## src/rtl/pipe_hazard_ctl.sv

```systemverilog
`default_nettype none
// ============================================================================
// Module   : pipe_hazard_ctl
// Purpose  : Stall/flush controller for the 5-stage MIPS pipeline. Drives the
//            hold/clear inputs of the PC and the IF/ID, ID/EX, EX/MEM and
//            MEM/WB registers. It handles load-use and RAW hazards, taken
//            branches, multi-cycle mult/div occupancy of EX and memory wait.
// Options  : PIPE_FORWARD_EN - when defined, EX/MEM forwarding exists
//            elsewhere and only load-use hazards stall the pipeline.
// Revision : 1.0 - initial release
// ============================================================================
module pipe_hazard_ctl #(
  parameter int MD_CYCLES = 32,  // cycles a mult/div occupies EX (>= 2)
  parameter int CNT_W     = 32   // stall performance counter width
) (
  input  logic             clk,
  input  logic             rst,
  input  logic [4:0]       id_rs,
  input  logic [4:0]       id_rt,
  input  logic             id_use_rs,
  input  logic             id_use_rt,
  input  logic             ex_regwrite,
  input  logic             ex_memread,
  input  logic [4:0]       ex_dest,
  input  logic             mem_regwrite,
  input  logic [4:0]       mem_dest,
  input  logic             ex_is_md,
  input  logic             branch_taken,
  input  logic             mem_wait,
  output logic             pc_hold,
  output logic             ifid_hold,
  output logic             idex_hold,
  output logic             exmem_hold,
  output logic             memwb_hold,
  output logic             ifid_clear,
  output logic             idex_clear,
  output logic             exmem_clear,
  output logic             memwb_clear,
  output logic             md_busy,
  output logic [CNT_W-1:0] stall_cycles
);

  // The trigger cycle is the first of MD_CYCLES; MD_BUSY covers the rest,
  // so the counter is loaded with MD_CYCLES-2 and the last cycle sees zero.
  localparam int              c_CW      = (MD_CYCLES > 2) ? $clog2(MD_CYCLES) : 1;
  localparam logic [c_CW-1:0] c_MD_LOAD = c_CW'(MD_CYCLES - 2);

  typedef enum logic [1:0] {
    RUN     = 2'd0,
    MD_BUSY = 2'd1,
    MD_DONE = 2'd2
  } state_t;

  state_t           r_state;
  state_t           w_state_nxt;
  logic [c_CW-1:0]  r_md_cnt;
  logic [c_CW-1:0]  w_md_cnt_nxt;
  logic             w_md_stall;
  logic             w_md_busy;
  logic             w_raw_ex;
  logic             w_raw_mem;
  logic             w_load_use;
  logic             w_data_stall;
  logic [CNT_W-1:0] r_stall_cnt;

  // Register $0 is hard-wired to zero, so a write to it is never a hazard.
  assign w_raw_ex  = ex_regwrite && (ex_dest != 5'd0) &&
                     ((id_use_rs && (id_rs == ex_dest)) ||
                      (id_use_rt && (id_rt == ex_dest)));
  assign w_raw_mem = mem_regwrite && (mem_dest != 5'd0) &&
                     ((id_use_rs && (id_rs == mem_dest)) ||
                      (id_use_rt && (id_rt == mem_dest)));
  assign w_load_use = w_raw_ex && ex_memread;

`ifdef PIPE_FORWARD_EN
  // Forwarding resolves ALU results; only a load's data arrives too late.
  assign w_data_stall = w_load_use;
`else
  // No forwarding: any pending EX/MEM write stalls. The register file's
  // write-first behaviour covers WB. load_use is a subset of raw_ex.
  assign w_data_stall = w_load_use || w_raw_ex || w_raw_mem;
`endif

  // State and mult/div occupancy counter.
  always_ff @(posedge clk or posedge rst) begin
    if (rst) begin
      r_state  <= RUN;
      r_md_cnt <= '0;
    end else begin
      r_state  <= w_state_nxt;
      r_md_cnt <= w_md_cnt_nxt;
    end
  end

  // Next-state logic; the counter runs regardless of mem_wait.
  always_comb begin
    w_state_nxt  = r_state;
    w_md_cnt_nxt = r_md_cnt;
    w_md_stall   = 1'b0;
    w_md_busy    = 1'b0;
    case (r_state)
      RUN: begin
        if (ex_is_md) begin
          w_md_stall   = 1'b1;
          w_md_busy    = 1'b1;
          w_md_cnt_nxt = c_MD_LOAD;
          w_state_nxt  = MD_BUSY;
        end
      end
      MD_BUSY: begin
        w_md_busy = 1'b1;
        if (r_md_cnt != '0) begin
          w_md_stall   = 1'b1;
          w_md_cnt_nxt = r_md_cnt - c_CW'(1);
        end else begin
          // Last cycle: release unless memory still stalls the pipeline.
          w_state_nxt = mem_wait ? MD_DONE : RUN;
        end
      end
      MD_DONE: begin
        w_md_busy = 1'b1;
        if (mem_wait) begin
          w_md_stall = 1'b1;
        end else begin
          w_state_nxt = RUN;
        end
      end
      default: begin
        w_state_nxt = RUN;
      end
    endcase
  end

  // Prioritised hold/clear decode; reset forces bubbles everywhere.
  always_comb begin
    pc_hold     = 1'b0;
    ifid_hold   = 1'b0;
    idex_hold   = 1'b0;
    exmem_hold  = 1'b0;
    memwb_hold  = 1'b0;
    ifid_clear  = 1'b0;
    idex_clear  = 1'b0;
    exmem_clear = 1'b0;
    memwb_clear = 1'b0;
    md_busy     = 1'b0;
    if (rst) begin
      ifid_clear  = 1'b1;
      idex_clear  = 1'b1;
      exmem_clear = 1'b1;
      memwb_clear = 1'b1;
    end else begin
      md_busy = w_md_busy;
      if (mem_wait) begin
        pc_hold    = 1'b1;
        ifid_hold  = 1'b1;
        idex_hold  = 1'b1;
        exmem_hold = 1'b1;
        memwb_hold = 1'b1;
      end else if (w_md_stall) begin
        pc_hold     = 1'b1;
        ifid_hold   = 1'b1;
        idex_hold   = 1'b1;
        exmem_clear = 1'b1;
      end else if (branch_taken) begin
        ifid_clear = 1'b1;
        idex_clear = 1'b1;
      end else if (w_data_stall) begin
        pc_hold    = 1'b1;
        ifid_hold  = 1'b1;
        idex_clear = 1'b1;
      end
    end
  end

  // Saturating count of cycles in which the PC was held.
  always_ff @(posedge clk or posedge rst) begin
    if (rst) begin
      r_stall_cnt <= '0;
    end else if (pc_hold && (r_stall_cnt != {CNT_W{1'b1}})) begin
      r_stall_cnt <= r_stall_cnt + CNT_W'(1);
    end
  end

  assign stall_cycles = r_stall_cnt;

endmodule
`default_nettype wire

```

## config.mk

```make
export PLATFORM = sky130hd
export DESIGN_NAME = pipe_hazard_ctl
export DESIGN_NICKNAME = d
export VERILOG_FILES = /design/src/rtl/pipe_hazard_ctl.sv
export SDC_FILE = /design/constraint.sdc
export NUM_CORES = 1
export LEC_CHECK = 0
export ABC_AREA = 0
export CAP_MARGIN = 0
export CORE_UTILIZATION = 48
export CTS_CLUSTER_SIZE = 30
export DETAILED_ROUTE_END_ITERATION = 12
export GPL_TIMING_DRIVEN = 0
export PLACE_DENSITY = 0.82
export SLEW_MARGIN = 10
export SYNTH_ARGS = -nofsm -noshare
export SYNTH_HDL_FRONTEND = slang
export SYNTH_SLANG_ARGS = --single-unit
export TNS_END_PERCENT = 10
```

## constraint.sdc

```tcl
create_clock -name clk -period 3.08 [get_ports clk]
set_clock_uncertainty 0.2 [all_clocks]
set_input_delay 0.308 -clock clk [delete_from_list [all_inputs] [get_ports clk]]
set_output_delay 0.308 -clock clk [all_outputs]
set_load 0.02 [all_outputs]
```

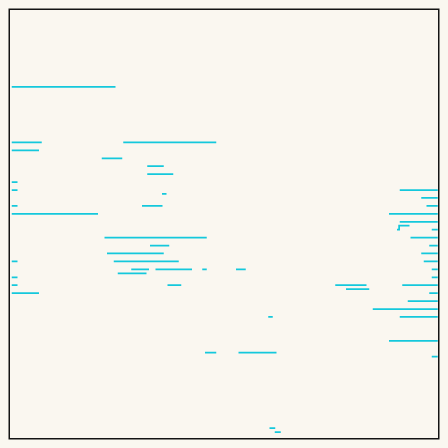
Fig. 1. Metal 3 (run 1).
longest straight run: 17.5 um
wire length on this layer: 231 um
share of all routed wire: 3.8%

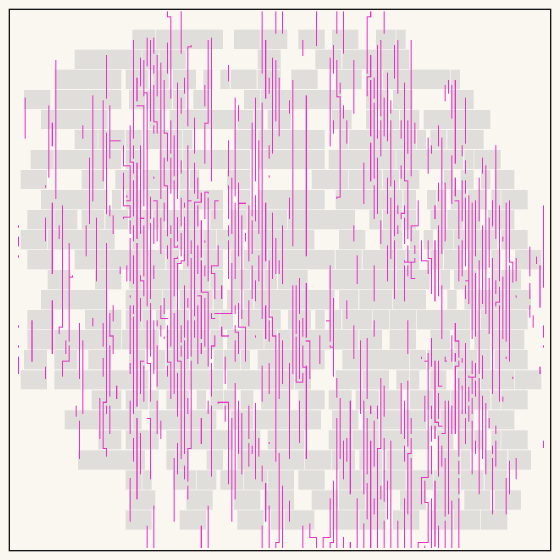
Fig. 2. Metal 2 (run 1).
share of all routed wire: 49%
main direction: vertical
nets with wire on the layer: 340
longest straight run: 29.2 um
wire length on this layer: 3050 um

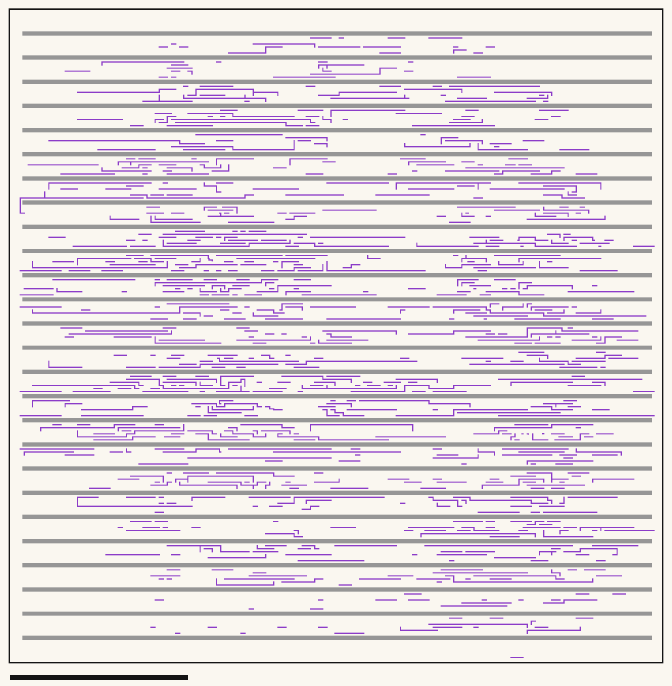
Fig. 3. M1 wires (run 1).
The bar under the picture is 20 um long. Supply wires on this layer in gray.
nets with wire on the layer: 359
main direction: horizontal
wire length on this layer: 2770 um
longest straight run: 17.5 um

==> results.cfg, run 1 <==
; physical design summary
[drt]
drt_iter0_drc = 131
drt-total-wl_um = 6171
wl_per_cell_um = 14.45
via_per_inst = 5.398
ant_nets = 0

[placement]
place_hpwl_um = 4411
routabilityCongestion = 0.8392
dp_slack_ns = -0.9486
port_buffers = 70

[power]
pwr-share-clk_pct = 20.4
p_comb_mw = 0.982
p_comb_share_pct = 45.9
worst_ir_drop_vdd_mv = 0.4060
top_power_group = combinational cells
switching_power_mw = 0.7848
p_leak_nw = 1.508

[die]
num_io_pins = 72
fp-row-count = 25
fp_util_pct = 50.73
die_area_sq_mm = 0.005380
fp.coreArea_sq_mm = 0.004817

[setup_path]
cp_common_cell = buf_6
startpoint_type = flip-flop
required_ns = 2.57
crit_chain = inv_2, ha_4, or4b_4, a21oi_4, o21ai_2, a222oi_1, buf_4, clkbuf_16, inv_6, buf_6, buf_6
end_kind = output port
path_delay_family = buffers and inverters
crit_buf_inv = 6
crit_arrival_ns = 2.53

[sta]
setup_viol = 0
min_period_ns = 3.037
rsz0062_at_grt = true
finalClockPeriodUsage_pct = 98.60
tns_ns = 0
tightest_slew_ns = 0.4035
finalWorstSetupSlack_ns = 0.04319

[synth]
largest_area_cell = dfrtp_1
ys_sh_mux_pct = 2.253
ys.flops = 39
syn-cell-area_sq_mm = 0.002444
synth-edff-count = 0
ys_dominant_reg_cell = dfrtp_1
ys_types = 39
xor_share_pct = 17.56
synth_adder_area_share_pct = 3.584
top_cells_by_area = dfrtp_1, xor2_1, xnor2_1
simple_gate_area_share_pct = 27.09
fp_nets = 304

[cells_and_area]
areaGrowthSynthToFinish_pct = 44.96
layoutNonFillerInstCount = 427
lay_top_cells = clkdlybuf4s50_1, dfrtp_1, nand2_1, xor2_1, xnor2_1
fillers = 354
final_area_sq_mm = 0.003542
antenna_cells = 0

[run_status]
outcome = completed

[cts]
clock_sinks = 39
clockBufferDepth = 2
cts_tree = yes
clockRootBuffer = clkbuf_8
worst_setup_hold_path_clk_slew_ns = 0.08
cts_buffers = 5

[global_routing]
grtUsageTotal_pct = 23.83
antenna_found_initial = 0

[run]
warnings = 32
maxCapViolations = 0

[min_path]
hold_class = input port to async pin
[run 1: per-layer routing]
layer	global-route usage [%]	wire (um)
met5	0	0
met2	40.74	3046
met3	4.938	231
met1	30.13	2773
met4	7.906	120
[run 1: final cells by class]
class | count | area [sq um] | area share [%]
multi-input cells | 205 | 1403 | 39.60
clock inverters | 2 | 35.03 | 0.9890
inverters | 11 | 46.29 | 1.307
plain buffers | 12 | 86.33 | 2.437
repair buffers | 85 | 829.5 | 23.42
clock buffers | 6 | 82.58 | 2.331
well taps | 67 | 83.83 | 2.367
flip-flops and latches | 39 | 975.9 | 27.55
[run 1: flip-flops by register name, summed over array words and instances (netlist names)]
signal,cells
stall_cycles,32
r_md_cnt,5
r_state,2
[run 1: path summary, 6_finish.rpt]
check / end / depth (start not counted) / slack, ns / from
worst max-delay path: pc_hold / 11 / 0.04 / r_md_cnt[1]$_DFFE_PP0P_
worst min-delay path: r_md_cnt[4]$_DFFE_PP0P_ / 2 / 0.13 / rst
worst max register to register: stall_cycles[28]$_DFFE_PP0P_ / 11 / 0.16 / r_md_cnt[1]$_DFFE_PP0P_
worst min register to register: stall_cycles[5]$_DFFE_PP0P_ / 1 / 0.29 / stall_cycles[5]$_DFFE_PP0P_
max in group asynchronous: stall_cycles[20]$_DFFE_PP0P_ / 3 / 2.13 / rst
min in group clk: stall_cycles[5]$_DFFE_PP0P_ / 1 / 0.29 / stall_cycles[5]$_DFFE_PP0P_
[run 1: Yosys cell counts (all sizes together) (3+ instances only)]
library cell,count
ha,7
xnor2,24
nor4b,3
nor3,15
nor2,15
nor4,14
and2,6
mux2,4
inv,11
xor2,25
a21oi,4
nand3,12
and3,3
dfrtp,39
nor2b,3
o21ai,7
nand2,27
nand4,11
clkbuf,5
buf,7
and4,5
or4,3
## Run 2: what changed since run 1
--- a/config.mk
+++ b/config.mk
@@ -12,6 +12,7 @@
 export DETAILED_ROUTE_END_ITERATION = 12
 export GPL_TIMING_DRIVEN = 0
 export PLACE_DENSITY = 0.82
+export SKIP_CTS_REPAIR_TIMING = 1
 export SLEW_MARGIN = 10
 export SYNTH_ARGS = -nofsm -noshare
 export SYNTH_HDL_FRONTEND = slang
==> constraint.sdc (replaced) <==
create_clock -name clk -period 3.08 [get_ports clk]
set_clock_uncertainty 0.2 [all_clocks]
set_input_delay 0.308 -clock clk [delete_from_list [all_inputs] [get_ports clk]]
set_output_delay 0.308 -clock clk [all_outputs]
set_load 0.05 [all_outputs]
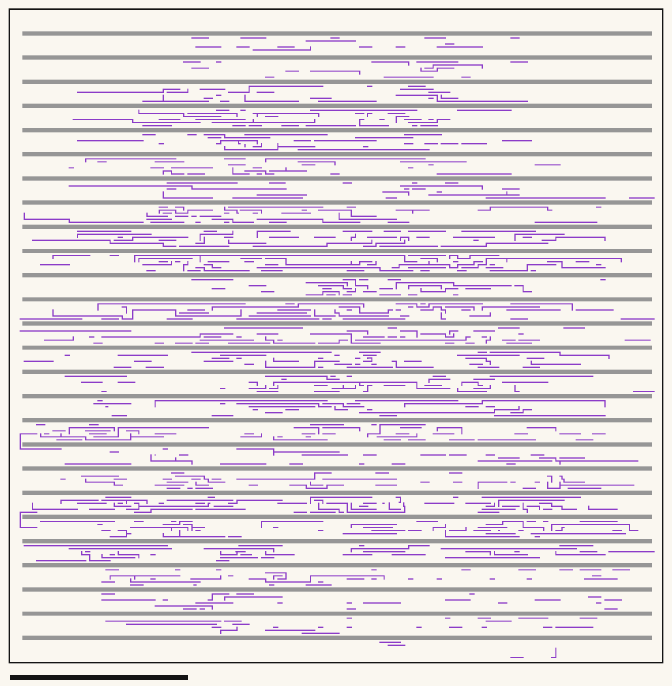
Fig. 4. M1 wires (run 2).
The bar under the picture is 20 um long. Supply wires on this layer in gray.
main direction: horizontal
share of all routed wire: 42%

==> results.cfg, run 2 <==
; physical design summary
[sta]
setup_viol = 2
finalClockPeriodUsage_pct = 102.1
rsz0062_at_grt = true
tightest_slew_ns = 0.5288
finalWorstSetupSlack_ns = -0.06557
min_period_ns = 3.146

[drt]
via_per_inst = 5.473
drt-total-wl_um = 6321
ant_nets = 0
wl_per_cell_um = 14.94

[placement]
port_buffers = 70
routabilityCongestion = 0.8221
dp_slack_ns = -1.053
place_hpwl_um = 4564

[cells_and_area]
antenna_cells = 0
layout.area.comb_sq_mm = 0.001403
lay_top_cells = clkdlybuf4s50_1, dfrtp_1, nand2_1, xor2_1, xnor2_1
fillers = 370
regArea_sq_um = 975.9
final_area_sq_mm = 0.003503
areaGrowthSynthToFinish_pct = 43.37
largest_register_ffs = 32
layoutNonFillerInstCount = 423

[synth]
ys_area_sq_mm = 0.002444
largest_area_cell = dfrtp_1
ys.flops = 39
top_cells_by_area = dfrtp_1, xor2_1, xnor2_1
ys_types = 39
syn-cell-area_sq_mm = 0.002444
synth_adder_area_share_pct = 3.584
xor_share_pct = 17.56
simple_gate_area_share_pct = 27.09
synth_stat.cells = 267
fp_nets = 304
synth-edff-count = 0
ys_dominant_reg_cell = dfrtp_1
ys_top_cells_by_count = dfrtp_1, nand2_1, xor2_1

[setup_path]
rrSetupSlack_ns = 0.07
startpoint_type = flip-flop
crit_arrival_ns = 2.64
reg2reg_depth = 11
end_kind = output port
r2r-start = r_md_cnt[0]$_DFFE_PP0P_
crit_path_end = pc_hold
r2r_end = stall_cycles[28]$_DFFE_PP0P_
required_ns = 2.57
cp-startpoint = r_md_cnt[0]$_DFFE_PP0P_

[run]
warnings = 32
maxCapViolations = 0

[cts]
clock_sinks = 39
clockBufferDepth = 2
clockRootBuffer = clkbuf_8
cts_buffers = 5
cts_tree = yes
worst_setup_hold_path_clk_slew_ns = 0.08

[die]
fp_util_pct = 50.73
fp-row-count = 25
fp.coreArea_sq_mm = 0.004817
die_area_sq_mm = 0.005380

[global_routing]
grtUsageTotal_pct = 23.75
antenna_found_initial = 0

[power]
power_mw = 2.301
p_leak_nw = 1.493
worst_ir_drop_vdd_mv = 0.7214

[run_status]
violations = negative setup slack
outcome = complete, but fails checks

[min_path]
hold_class = input port to async pin
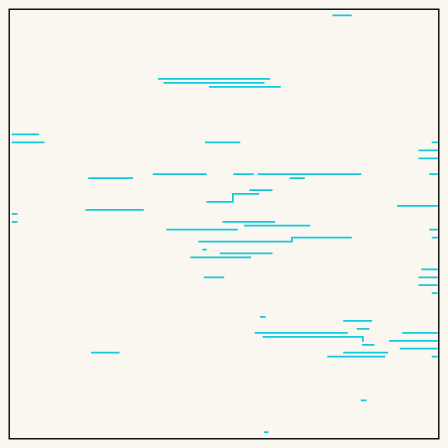
Fig. 5. Metal 3 (run 2).
longest straight run: 18.9 um
nets with wire on the layer: 41
share of all routed wire: 5.1%
wire length on this layer: 322 um

-- run 2: cell counts after synthesis --
Identical to the previous run, type by type.
-- run 2: worst max-delay path, stage by stage (launching register included) --
cell      delay, ns
dfrtp_1        0.44
inv_2          0.10
ha_4           0.12
or4b_4         0.48
a21oi_4        0.18
o21ai_2        0.09
a222oi_1       0.33
buf_4          0.20
buf_8          0.12
inv_4          0.03
buf_6          0.10
buf_8          0.14
-- run 2: area by class of cell --
cell class,instances,share of cell area (%)
Clock buffer,5,1.964
Timing Repair Buffer,81,23.00
Tap cell,67,2.393
Clock inverter,3,1.250
Sequential cell,39,27.86
Inverter,11,1.250
Buffer,12,2.250
Multi-Input combinational cell,205,40.04
-- run 2: metal layers --
| metal | vias up | part of all wire (%) | track usage (%) | wire, um |
|---|---|---|---|---|
| met2 | 79 | 52 | 40.33 | 3265 |
| met1 | 1110 | 42 | 30.60 | 2644 |
| li1 | 1117 | - | - | - |
| met3 | 9 | 5.1 | 4.252 | 322 |
| met5 | - | 0 | 0 | 0 |
| met4 | 0 | 1.4 | 8.120 | 89 |
-- run 2: through the flow --
| stage | setup TNS (ns) | util, % | hold slack (ns) |
|---|---|---|---|
| 2_1_floorplan | 0 | - | 0.2527 |
| 3_3_place_gp | -24.06 | 67.04 | 0.2766 |
| 3_5_place_dp | -11.36 | 67.45 | 0.2846 |
| 4_1_cts | -9.497 | 69.79 | 0.1361 |
| 5_1_grt | -0.2721 | 72.73 | 0.1691 |
| 6_report | -0.09068 | 72.73 | 0.1305 |
-- run 2: where the power goes --
part	switching [mW]	internal, mW
sequential	0.119	0.612
clock	0.192	0.241
combinational	0.693	0.444
total	1.00	1.30
Power and IR drop assume default switching activity.
